===== config.mk =====
export PLATFORM = sky130hd
export DESIGN_NAME = pad_serializer
export DESIGN_NICKNAME = d
export VERILOG_FILES = /design/src/rtl/pad_pkg.sv /design/src/rtl/pad_sync.sv /design/src/rtl/pad_serializer.sv
export SDC_FILE = /design/constraint.sdc
export NUM_CORES = 1
export LEC_CHECK = 0
export ABC_AREA = 1
export CAP_MARGIN = 20
export CORE_MARGIN = 2
export CORE_UTILIZATION = 47
export DETAILED_ROUTE_END_ITERATION = 7
export PLACE_DENSITY = 0.9
export SLEW_MARGIN = 5
export SYNTH_ARGS = -nofsm -noshare
export SYNTH_HDL_FRONTEND = slang
export SYNTH_SLANG_ARGS = --single-unit

===== constraint.sdc =====
create_clock -name clk -period 1.8 [get_ports clk]
set_input_delay 0.36 -clock clk [delete_from_list [all_inputs] [get_ports clk]]
set_output_delay 0.36 -clock clk [all_outputs]
set_load 0.01 [all_outputs]

===== src/rtl/pad_pkg.sv =====
// rtl/pad_pkg.sv - shared types and constants for the pad serializer
// Contents: FSM state enum, NES/SNES frame lengths, SNES button bit indices.
package pad_pkg;

  typedef enum logic [1:0] {
    ST_IDLE  = 2'd0,
    ST_LOAD  = 2'd1,
    ST_SHIFT = 2'd2,
    ST_DONE  = 2'd3
  } pad_state_t;

  localparam int NES_BITS  = 8;
  localparam int SNES_BITS = 16;

  // SNES serial order; bit 0 leaves the pad first.
  localparam int BTN_B     = 0;
  localparam int BTN_Y     = 1;
  localparam int BTN_SEL   = 2;
  localparam int BTN_START = 3;
  localparam int BTN_UP    = 4;
  localparam int BTN_DOWN  = 5;
  localparam int BTN_LEFT  = 6;
  localparam int BTN_RIGHT = 7;
  localparam int BTN_A     = 8;
  localparam int BTN_X     = 9;
  localparam int BTN_L     = 10;
  localparam int BTN_R     = 11;

endpackage


===== src/rtl/pad_sync.sv =====
// rtl/pad_sync.sv - multi-flop synchronizer with edge pulses for one console pin
// Ports: i_clk, i_rst_n (async active-low), i_pin (async input),
//        o_level (synchronized level), o_rise / o_fall (one-cycle edge pulses).
module pad_sync #(
  parameter int STAGES = 2
) (
  input  logic i_clk,
  input  logic i_rst_n,
  input  logic i_pin,
  output logic o_level,
  output logic o_rise,
  output logic o_fall
);

  logic [STAGES-1:0] r_sync;
  logic              r_prev;

  always_ff @(posedge i_clk or negedge i_rst_n) begin
    if (!i_rst_n) begin
      r_sync <= '0;
      r_prev <= 1'b0;
    end else begin
      r_sync <= {r_sync[STAGES-2:0], i_pin};
      r_prev <= r_sync[STAGES-1];
    end
  end

  assign o_level = r_sync[STAGES-1];
  assign o_rise  = r_sync[STAGES-1] & ~r_prev;
  assign o_fall  = ~r_sync[STAGES-1] & r_prev;

endmodule


===== src/rtl/pad_serializer.sv =====
// rtl/pad_serializer.sv - console game-pad parallel-to-serial shift register emulation
// Ports: clk, reset (async active-low), buttons (active-high, bit 0 first),
//        pad_latch / pad_clock (async console pins), turbo_mask (per-button turbo),
//        pad_data (active-low serial out), busy (frame bits still pending).
// Build option: PAD_SERIALIZER_TURBO_EN adds latch-counted turbo gating of masked buttons.
module pad_serializer #(
  parameter int NUM_BITS    = 16,
  parameter int SYNC_STAGES = 2,
  parameter int TURBO_DIV   = 4
) (
  input  logic                clk,
  input  logic                reset,
  input  logic [NUM_BITS-1:0] buttons,
  input  logic                pad_latch,
  input  logic                pad_clock,
  input  logic [NUM_BITS-1:0] turbo_mask,
  output logic                pad_data,
  output logic                busy
);
  import pad_pkg::*;

  localparam int CW = $clog2(NUM_BITS + 1);

  logic              w_latch_lvl, w_latch_rise, w_latch_fall;
  logic              w_clk_rise, w_clk_lvl_unused, w_clk_fall_unused;
  pad_state_t        r_state, w_state_nxt;
  logic [CW-1:0]     r_bit_cnt, w_cnt_nxt;
  logic [NUM_BITS-1:0] r_snapshot, w_load_val, w_shifted;

  pad_sync #(.STAGES(SYNC_STAGES)) u_sync_latch (
    .i_clk   (clk),
    .i_rst_n (reset),
    .i_pin   (pad_latch),
    .o_level (w_latch_lvl),
    .o_rise  (w_latch_rise),
    .o_fall  (w_latch_fall)
  );

  pad_sync #(.STAGES(SYNC_STAGES)) u_sync_clock (
    .i_clk   (clk),
    .i_rst_n (reset),
    .i_pin   (pad_clock),
    .o_level (w_clk_lvl_unused),
    .o_rise  (w_clk_rise),
    .o_fall  (w_clk_fall_unused)
  );

`ifdef PAD_SERIALIZER_TURBO_EN
  logic [7:0] r_turbo_cnt;
  logic       r_turbo_phase;

  // Phase flips on the first latch of each group of TURBO_DIV latches, so the
  // first frame after reset already reports masked buttons as pressed.
  always_ff @(posedge clk or negedge reset) begin
    if (!reset) begin
      r_turbo_cnt   <= 8'd0;
      r_turbo_phase <= 1'b0;
    end else if (w_latch_rise) begin
      if (r_turbo_cnt == 8'd0) r_turbo_phase <= ~r_turbo_phase;
      r_turbo_cnt <= (r_turbo_cnt == 8'(TURBO_DIV - 1)) ? 8'd0 : r_turbo_cnt + 8'd1;
    end
  end

  assign w_load_val = buttons & ~(turbo_mask & {NUM_BITS{~r_turbo_phase}});
`else
  logic w_turbo_mask_unused;
  assign w_turbo_mask_unused = ^turbo_mask;
  assign w_load_val          = buttons;
`endif

  always_ff @(posedge clk or negedge reset) begin
    if (!reset) begin
      r_state    <= ST_IDLE;
      r_bit_cnt  <= '0;
      r_snapshot <= '0;
    end else begin
      r_state   <= w_state_nxt;
      r_bit_cnt <= w_cnt_nxt;
      // Transparent parallel load for as long as the console holds latch high.
      if (w_latch_lvl) r_snapshot <= w_load_val;
    end
  end

  // Latch level overrides everything: a new latch aborts any frame in flight.
  always_comb begin
    w_state_nxt = r_state;
    w_cnt_nxt   = r_bit_cnt;
    if (w_latch_lvl) begin
      w_state_nxt = ST_LOAD;
      w_cnt_nxt   = '0;
    end else begin
      case (r_state)
        ST_LOAD: if (w_latch_fall) w_state_nxt = ST_SHIFT;
        ST_SHIFT: begin
          if (w_clk_rise) begin
            if (r_bit_cnt == CW'(NUM_BITS - 1)) begin
              w_cnt_nxt   = CW'(NUM_BITS);
              w_state_nxt = ST_DONE;
            end else begin
              w_cnt_nxt = r_bit_cnt + CW'(1);
            end
          end
        end
        default: ;
      endcase
    end
  end

  assign w_shifted = r_snapshot >> r_bit_cnt;

  always_comb begin
    pad_data = 1'b1;
    busy     = 1'b0;
    case (r_state)
      ST_LOAD, ST_SHIFT: begin
        pad_data = ~w_shifted[0];
        busy     = 1'b1;
      end
      ST_DONE: pad_data = 1'b0;
      default: ;
    endcase
  end

endmodule


==> run_1/clock_nets.png <==
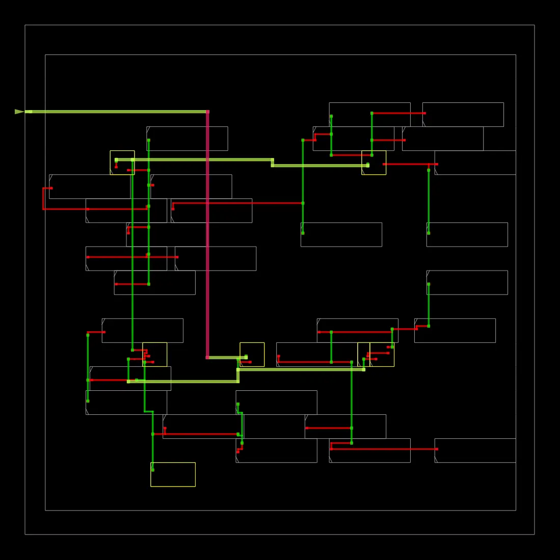
clock sink count: 29
final-layout clock buffer total: 7
total CTS buffers: 5
clk latency late pin: 0.32 ns

==> run_1/ff_map.png <==
Scale bar: 20 microns. Other sequential cells in the stronger gray, the rest of the logic in the fainter gray.
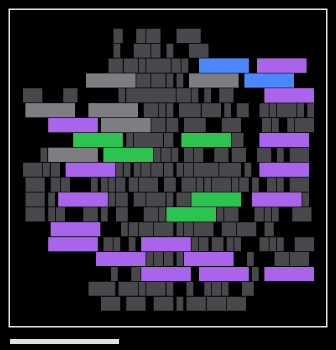
Green shows r_bit_cnt, sequential cells 5, where center. Purple shows r_snapshot, sequential cells 16. Blue shows u_sync_clock.r_sync, sequential cells 2.
Another 6 sequential cells are not colored.

==> run_1/sizing.png <==
Scale bar: 20 microns.
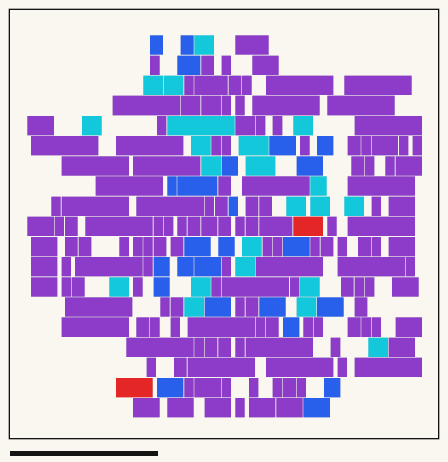
Cyan shows x3 and x4, cells 22, share 11%, most used buf_4. Blue shows x2, cells 24, share 12%, most used nand3_2. Purple shows x1 and smaller, cells 149, share 76%, most used nand2_1. Red shows x6 and larger, cells 2, share 1.0%.

==> run_1/closeup.png <==
Window x 28 to 58, y 0 to 30 microns. Cells in gray, sequential cells in the stronger gray; small squares are vias.
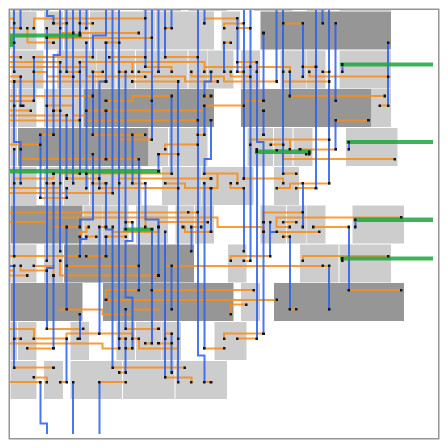
Blue shows M2. Green shows M3. Orange shows M1.
Sequential cells in the window: 9. 68 logic cells have their middle in the window. Most frequent: nand2_1 (15), inv_1 (10), dfrtp_1 (9). Netlist names of flops here include r_snapshot (7), r_bit_cnt (2).

-- run 1: sequential cells by signal, summed over array words and instances, names as in the netlist --
signal and flops:
u_sync_latch.r_prev 1, r_bit_cnt 5, r_state 2, r_snapshot 16
u_sync_latch.r_sync 2, u_sync_clock.r_prev 1, u_sync_clock.r_sync 2
-- run 1: cells by family after synthesis --
kind of cell               count (synthesis)  synth area share, %
DFF                                       29                 53.4
adders and majority gates                  5                 4.60
AOI/OAI and AO/OA                         29                 11.6
buffers and inverters                     34                 10.2
and+or+nand+nor                           63                 20.2
-- run 1: path summary, 6_finish.rpt --
check / slack, ns / startpoint / endpoint / depth (start not counted)
min in group asynchronous: 0.41 / reset / r_snapshot[6]$_DFFE_PN0P_ / 2
max: -0.14 / r_bit_cnt[1]$_DFFE_PN0P_ / pad_data / 7
max in group asynchronous: 1.11 / reset / r_state[1]$_DFFE_PN0P_ / 2
min: 0.36 / u_sync_clock.r_sync[0]$_DFF_PN0_ / u_sync_clock.r_sync[1]$_DFF_PN0_ / 0
max reg2reg: 0.06 / r_bit_cnt[0]$_DFFE_PN0P_ / r_state[1]$_DFFE_PN0P_ / 8
min reg2reg: 0.36 / u_sync_clock.r_sync[0]$_DFF_PN0_ / u_sync_clock.r_sync[1]$_DFF_PN0_ / 0
-- run 1: layer usage --
layer / up-vias / GRT usage, % / routed length [microns]
met5: - / 0 / 0
met3: 2 / 7.14 / 165
met2: 27 / 26.9 / 1480
met4: 0 / 8.31 / 27
li1: 575 / - / -
met1: 510 / 22.7 / 1300
-- run 1: critical path, cell delays in order, from the launching register on --
cell and delay (ns):
dfrtp_1 0.42, inv_1 0.23, nand3_2 0.14, nand3_2 0.11, nand3_2 0.08, nand2_2 0.08, a21oi_2 0.05, buf_2 0.13
==> flow_summary_export.csv, run 1 <==
group,metric,value,unit
outcome,status,"complete, but fails checks",
outcome,violations,"setup timing",
pwr,powerSeq,752,uW
cells_and_area,clock_area_share,3.03,%
clock_network,cts_buffer_depth,2,
route,viasPerCell,4.89,
timing,setup_tns,-0.136,ns
synth,yosys.stat.seqShare,53.4,%
timing,setup_ws,-0.136,ns
timing,worst_slew_margin_rel,60.4,%
cells_and_area,diodes,0,
floorplanning,die_w,57.8,microns
placed_design,detailedPlace.worstSlack,-0.122,ns
cells_and_area,nNonClkInverters,29,
flow_run,warning_count,46,
timing,skew,0.00827,ns
floorplanning,tapCellCount,31,
cells_and_area,buf_share,17.0,%
floorplanning,dieHeight,57.8,microns
pwr,p_leak,0.883,nW
route,detail-route-antenna-nets,0,
synth,flop_cell,"dfrtp_1",
synth,synth_area_per_cell,8.49,sq um
critical_path,critPathLaunchType,"flop",
route,vias,1114,
route,drc_errors,0,
timing,tightest_slew,0.595,ns
cells_and_area,logic_gates,97,
synth,synthTopCellsByArea,"dfrtp_1 (53%), nand2_1 (11%), inv_1 (7.5%)",
critical_path,worstPathArrival,1.58,ns
hold_path,hp-class,"flop to flop",
synth,top_area_cell,"dfrtp_1",
pwr,p_int,1.21,mW
synth,synth_stat.cells,160,
clock_network,cts_hold_buf,0,
cells_and_area,drive_above_1_share,24.4,%
floorplanning,initCoreUtil,49.3,%
placed_design,gp_congestion,0.866,
clock_network,clk_pin_slew,0.09,ns
global_route,grt_pass1_vias,1025,
pwr,pwr-share-comb,35.6,%
cells_and_area,fin_cells,228,
floorplanning,die_area,3340,sq um
flow_run,cap_viol_max_count,0,
pwr,pg_comb,633,uW
cells_and_area,lay_top_cells,"nand2_1 (35), dfrtp_1 (29), inv_1 (26), clkdlybuf4s50_1 (19), o21ai_0 (17)",
synth,ys_types,20,
timing,setup_violations,1,
==> run_1/clock_wires.png <==
Scale bar: 20 microns.
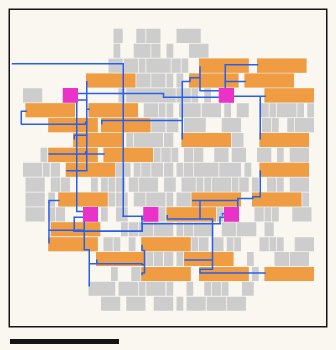

==> run 1 -> run 2 <==
PLACE_DENSITY = 0.91   (was 0.9)
==> run_2/clock_wires.png <==
Scale bar: 20 microns.
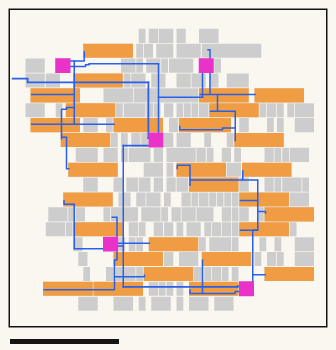
Magenta shows clock-net drivers, count 5. Orange shows flip-flops, count 29. Blue shows clock wires, length 367 microns.
There are 6 routed clock nets.

==> run_2/sizing.png <==
Scale bar: 20 microns.
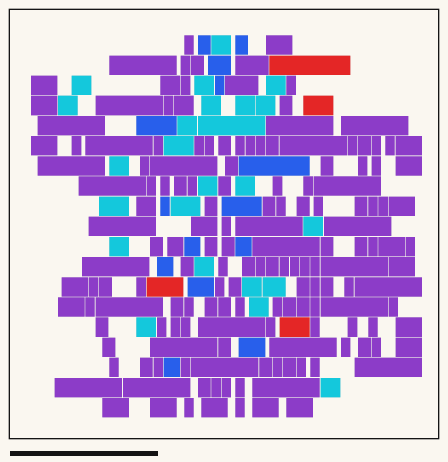
Purple shows x1 and smaller, cells 158, share 79%, most used nand2_1. Blue shows x2, cells 14, share 7.0%, most used nand2_2. Cyan shows x3 and x4, cells 24, share 12%, most used buf_4. Red shows x6 and larger, cells 4, share 2.0%, most used buf_6.

==> run 2 against run 1 <==
  * Core utilization rose by 0.45 points
  * Register-to-register slack got worse by 0.07 ns
  * Area after synthesis did not move
  * Critical endpoint unchanged
  * Cell count rose by 1.3%
  * Routed wire length shrank 4.9%
  * Non-clock buffer count increased by 2
  * Sequential power grew 0.9%
  * Clock skew grew 0.0020 ns
  * Combinational power decreased by 4.9%
  * The run still ends with setup timing left
  * Clock-buffer cell count unchanged
  * Via count grew 2.6%
  * Critical path depth increased by 1
==> flow_summary_export.csv, run 2 <==
group,metric,value,unit
outcome,status,"complete, but fails checks",
outcome,violations,"setup timing",
cells_and_area,reg.largest.list,"r_snapshot (16), r_bit_cnt (5)",
pwr,p_leak,0.883,nW
pwr,p_total,1.92,mW
clock_network,cts_resized,17,
timing,worst_slew_margin_rel,59.8,%
timing,post-route-min-period,1.88,ns
floorplanning,initCoreUtil,49.3,%
global_route,grt_pass1_vias,1043,
critical_path,crit_path_start,"r_bit_cnt[0]$_DFFE_PN0P_",
hold_path,hold-path-cell-count,0,
synth,ys_types,20,
timing,setup_ws,-0.0790,ns
floorplanning,dieHeight,57.8,microns
hold_path,hp-class,"flop to flop",
critical_path,r2r_end,"r_state[0]$_DFFE_PN0P_",
clock_network,cts_hold_buf,0,
timing,hold_violations,0,
cells_and_area,largest_register,"r_snapshot",
clock_network,clkSinkCount,29,
cells_and_area,lay_top_cells,"nand2_1 (39), dfrtp_1 (28), inv_1 (26), clkdlybuf4s50_1 (19), o21ai_0 (17)",
synth,flop_cell,"dfrtp_1",
placed_design,gp_congestion,0.849,
timing,tightest_slew,0.602,ns
critical_path,critPathLaunchType,"flop",
pwr,ir_worst_vdd,1.05,mV
route,drc_errors,0,
critical_path,worstReg2RegStart,"r_bit_cnt[0]$_DFFE_PN0P_",
timing,fmax,532,MHz
critical_path,worstPathArrival,1.52,ns
cells_and_area,fillers,214,
route,viasPerCell,4.95,
critical_path,reg2reg_depth,9,
global_route,grt_usage,18.6,%
synth,netlist_area,1360,sq um
synth,yosys.stat.seqShare,53.4,%
hold_path,min_to,"u_sync_latch.r_sync[1]$_DFF_PN0_",
floorplanning,rows,19,
synth,synthTopCellsByArea,"dfrtp_1 (53%), nand2_1 (11%), inv_1 (7.5%)",
route,detail-route-antenna-nets,0,
critical_path,cp-end-kind,"primary output",
timing,rsz0062_at_grt,"yes",
critical_path,endpoint,"pad_data",
synth,ys_chip_area,1360,sq um
flow_run,cap_viol_max_count,0,
timing,skew,0.0103,ns
global_route,antenna_found_initial,0,
global_route,grt_pass1_wl,4.55,mm
critical_path,path_class,"flop to primary output",
critical_path,reg2reg_slack,-0.01,ns
clock_network,clk_latency,0.34,ns
clock_network,cts_buffer_depth,2,
clock_network,tritoncts,"yes",
route,vias,1143,
flow_run,warning_count,46,
cells_and_area,diodes,0,
route,drt_iter0_drc,42,
synth,syn-instance-count,160,
cells_and_area,drive_above_1_share,21.0,%
synth,edf_count,0,
floorplanning,die_area,3340,sq um
synth,synth_area_per_cell,8.49,sq um
hold_path,min_from,"u_sync_latch.r_sync[0]$_DFF_PN0_",
placed_design,detailedPlace.worstSlack,-0.268,ns
cells_and_area,largest_reg_flops,16,
timing,setup_violations,2,
cells_and_area,lay_top_count,"nand2_1",
critical_path,worstPathRequired,1.44,ns
clock_network,cts_setup_buffers,4,
clock_network,clk_pin_slew,0.08,ns
synth,top_area_cell,"dfrtp_1",
route,wire_per_inst,12.3,microns
synth,synth_stat.cells,160,
clock_network,cts_buffers,5,
floorplanning,die_w,57.8,microns
synth,yosysTopAreaCellShare,53.4,%
cells_and_area,fin_cells,231,
clock_network,htree_num_levels,2,
==> run_2/ff_map.png <==
Scale bar: 20 microns. Other sequential cells in the stronger gray, the rest of the logic in the fainter gray.
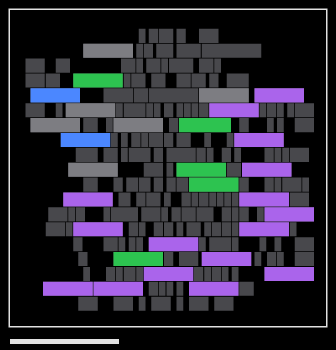
Blue shows u_sync_clock.r_sync, sequential cells 2. Green shows r_bit_cnt, sequential cells 5. Purple shows r_snapshot, sequential cells 16.
Another 6 sequential cells are not colored.
seq pwr: 759 uW
final core utilization: 66.3%
Seq/total area: 39.7%
Register Area: 727 sq um

-- run 2: cell counts after synthesis --
Identical to the previous run, type by type.
-- run 2: cell families (layout without fill, tap and decap cells) --
group | count (synthesis) | count (layout) | synth area share (%)
flops | 29 | 29 | 53.4
simple gates | 63 | 63 | 20.2
fa+ha+maj | 5 | 5 | 4.60
compound gates | 29 | 29 | 11.6
buf+inv | 34 | 74 | 10.2
-- run 2: power by group --
group          internal, mW  total, mW  switching, mW
clock                 0.331      0.559          0.228
combinational         0.308      0.602          0.293
sequential            0.714      0.759         0.0452
-- run 2: area by class of cell --
| type | count | share of cell area [%] |
|---|---|---|
| multi-input cells | 97 | 29.3 |
| inverters | 29 | 6.22 |
| clock inverters | 1 | 1.64 |
| repair buffers | 37 | 17.9 |
| flip-flops and latches | 29 | 39.7 |
| clock buffers | 7 | 3.01 |
| well taps | 31 | 2.12 |
-- run 2: per-stage QoR --
step / TNS, ns / hold WS, ns / util (%)
finish: -0.0886 / 0.360 / 66.3
floorplan: 0 / 0.0644 / -
global placement: -0.250 / 0.335 / 60.2
detailed placement: -0.268 / 0.346 / 60.2
CTS: -0.0816 / 0.366 / 65.4
global route: -0.406 / 0.375 / 66.3
-- run 2: critical path, stage by stage (launching register included) --
cell and delay, ns:
dfrtp_2 0.46, buf_6 0.15, nand2_1 0.07, nand3_2 0.08, nand3_2 0.07, nand3_1 0.08
nand2_2 0.09, a21oi_2 0.05, buf_2 0.13
-- run 2: layer usage --
metal  vias to the layer above  GRT usage [%]  part of all wire [%]
li1                        584              -                     -
met1                       523           21.2                    44
met2                        24           31.3                    48
met3                        12           7.37                   5.0
met4                         0           6.98                   3.1
met5                         -              0                     0
==> run_2/clock_nets.png <==
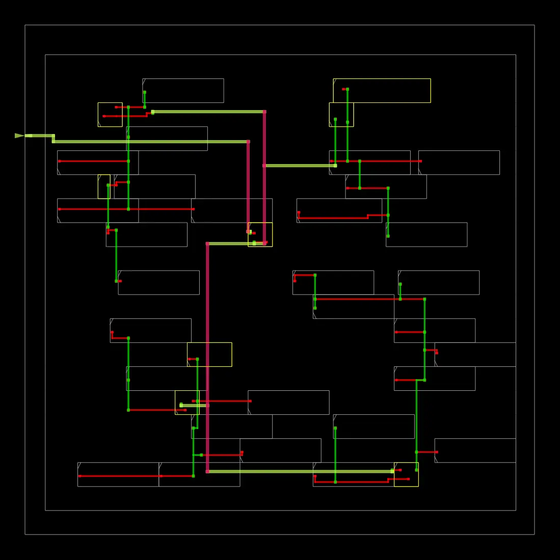

==> run 2 -> run 3 <==
CORE_UTILIZATION = 61   (was 47)
DONT_BUFFER_PORTS = 1   (was default)
PLACE_DENSITY = 0.89   (was 0.91)
==> run_3/clock_nets.png <==
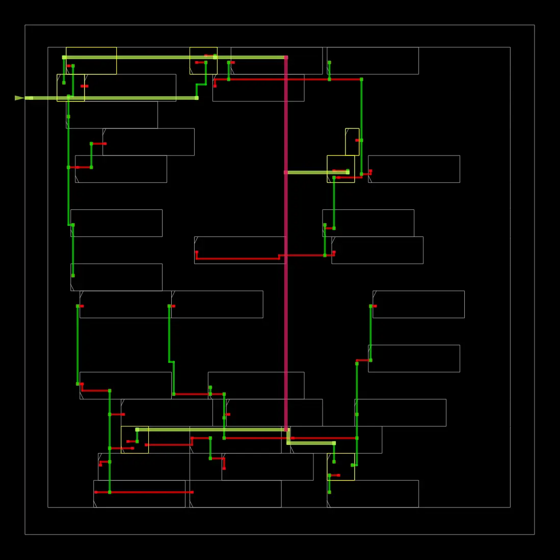
layout sequential cell count: 29
clk latency late pin: 0.33 ns

==> run_3/ff_map.png <==
Scale bar: 20 microns. Other sequential cells in the stronger gray, the rest of the logic in the fainter gray.
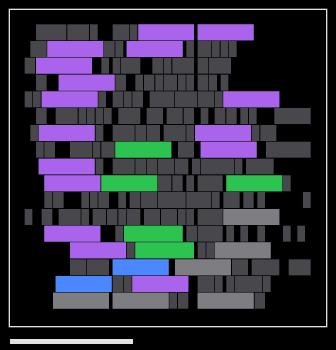
Purple shows r_snapshot, sequential cells 16. Blue shows u_sync_clock.r_sync, sequential cells 2. Green shows r_bit_cnt, sequential cells 5, where center.
Register Area: 728 sq um
final core utilization: 75.7%
Seq/total area: 44.8%

==> run 3 against run 2 <==
  * The flow still finishes with violations (setup timing)
  * Routed wire length grew 3.4%
  * Core utilization grew 9.3 points
  * Worst setup slack better by 0.013 ns
  * Design area fell by 11%
  * Register-to-register slack gained 0.04 ns
  * Clock power is about 30% lower
  * Total power is 16% lower
  * Critical path depth down 1
  * Non-clock buffer count down 27
  * Critical endpoint unchanged
==> flow_summary_export.csv, run 3 <==
group,metric,value,unit
cells_and_area,buf_share,6.00,%
timing,fmax,536,MHz
timing,worst_slew_margin_rel,57.1,%
outcome,violations,"setup timing",
clock_network,cts_hold_buf,2,
timing,rsz0062_at_grt,"yes",
critical_path,critPathTopFamily,"flip-flops",
synth,ys_sh_adder,4.60,%
floorplanning,die_w,51.2,microns
cells_and_area,lay_top_count,"nand2_1",
synth,flop_cell,"dfrtp_1",
route,wire_per_inst,14.6,microns
synth,synth_stat.cells,160,
critical_path,cp_common_cell,"nand3_2",
timing,setup_ws,-0.0655,ns
route,viasPerCell,5.60,
synth,yosys.stat.seqShare,53.4,%
pwr,clkPwrFrac,24.1,%
synth,yosysTopAreaCellShare,53.4,%
pwr,p_sw_share,33.5,%
clock_network,clk_pin_slew,0.08,ns
floorplanning,tapCellCount,28,
cells_and_area,clock_buffers,7,
global_route,grt_usage,23.7,%
critical_path,critical_path_buf_inv_count,1,
route,detail-route-antenna-nets,0,
critical_path,critPathLaunchType,"flop",
critical_path,worstPathArrival,1.51,ns
cells_and_area,reg.largest.list,"r_snapshot (16), r_bit_cnt (5)",
pwr,p_switching,543,uW
synth,ys_chip_area,1360,sq um
pwr,p_int,1.08,mW
synth,ys_types,20,
global_route,grt_pass1_wl,4.43,mm
cells_and_area,largest_reg_flops,16,
synth,syn-instance-count,160,
critical_path,cp-end-kind,"primary output",
synth,edf_count,0,
pwr,pwr-share-comb,28.9,%
timing,setup_violations,1,
cells_and_area,comb_share,36.1,%
route,drt_iter0_drc,21,
critical_path,crit_slowest_cell,"dfrtp_2",
clock_network,cts_setup_buffers,3,
critical_path,critPathMaxStageDelay,0.48,ns
timing,skew,0.00983,ns
clock_network,cts_buffer_depth,2,
synth,synth_area_per_cell,8.49,sq um
synth,synthTopCellsByArea,"dfrtp_1 (53%), nand2_1 (11%), inv_1 (7.5%)",
global_route,antenna_found_initial,0,
pwr,ir_worst_vdd,0.713,mV
cells_and_area,n_all_buffers,10,
hold_path,hp-class,"input port to flop",
cells_and_area,largestClassByArea,"sequential cells",
cells_and_area,clock_area_share,3.39,%
global_route,grt_pass1_vias,1070,
clock_network,clkSinkCount,29,
cells_and_area,logic_gates,97,
floorplanning,dieHeight,51.2,microns
synth,simple_gate_share,20.2,%
critical_path,worstPathRequired,1.44,ns
synth,topCombFamilyByArea,"simple AND/OR/NAND/NOR gates",
timing,setup_tns,-0.0655,ns
clock_network,tritoncts,"yes",
clock_network,htree_num_levels,2,
pwr,p_total,1.62,mW
cells_and_area,largest_register,"r_snapshot",
timing,holdWs,0.0608,ns
flow_run,warning_count,46,
synth,mux_share,0,%
cells_and_area,fillers,139,
cells_and_area,lay_top_cells,"nand2_1 (35), dfrtp_1 (27), inv_1 (26), o21ai_0 (17), nand3_2 (12)",
floorplanning,rows,17,
cells_and_area,fin_cells,201,
timing,hold_violations,0,
critical_path,path_class,"flop to primary output",
synth,top_area_cell,"dfrtp_1",
cells_and_area,nNonClkInverters,30,
outcome,status,"complete, but fails checks",
==> run_3/closeup.png <==
Window x 21 to 51, y 0 to 30 microns. Cells in gray, sequential cells in the stronger gray; small squares are vias.
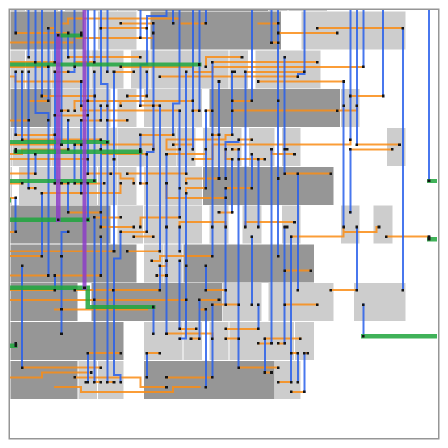
Green shows M3. Blue shows M2. Orange shows M1. Purple shows M4.
60 logic cells have their middle in the window. Netlist names of flops here include r_bit_cnt (4), r_snapshot (2), r_state (2). Most frequent: inv_1 (10), dfrtp_1 (10), nand2_1 (7). Sequential cells in the window: 12.

-- run 3: netlist changes by cell type in the layout (fill, tap and decap cells not counted), sizes merged --
cell           change
buf                -8
clkdlybuf4s50     -19
inv                -1
bufinv             -1
clkbuf             -1
clkinvlp           +1
dlygate4sd3        +1
clkinv             +1
-- run 3: power groups by stage --
| stage | Combinational, mW | Sequential (mW) | Clock, mW |
|---|---|---|---|
| finish | 0.467 | 0.761 | 0.390 |
| global route | 0.521 | 0.773 | 0.425 |
| CTS | 0.390 | 0.755 | 0.398 |
| global placement | 0.308 | 0.771 | 0 |
| floorplan | 0.298 | 0.751 | 0 |
| detailed placement | 0.334 | 0.774 | 0 |
-- run 3: worst paths after layout --
| check | from | end | slack (ns) | cells after the start |
|---|---|---|---|---|
| max reg2reg | r_bit_cnt[0]$_DFFE_PN0P_ | r_state[0]$_DFFE_PN0P_ | 0.03 | 8 |
| max | r_bit_cnt[0]$_DFFE_PN0P_ | pad_data | -0.07 | 7 |
| max in group asynchronous | reset | r_bit_cnt[0]$_DFFE_PN0P_ | 1.16 | 2 |
| min reg2reg | u_sync_latch.r_sync[0]$_DFF_PN0_ | u_sync_latch.r_sync[1]$_DFF_PN0_ | 0.35 | 0 |
| min | pad_latch | u_sync_latch.r_sync[0]$_DFF_PN0_ | 0.06 | 0 |
| min in group asynchronous | reset | r_snapshot[15]$_DFFE_PN0P_ | 0.47 | 2 |
-- run 3: per-layer routing --
| metal | routed length (microns) | track usage [%] |
|---|---|---|
| met5 | 0 | 0 |
| met4 | 51 | 10.4 |
| met3 | 204 | 8.48 |
| met2 | 1500 | 38.5 |
| met1 | 1180 | 28.3 |
Power and IR drop assume default switching activity.
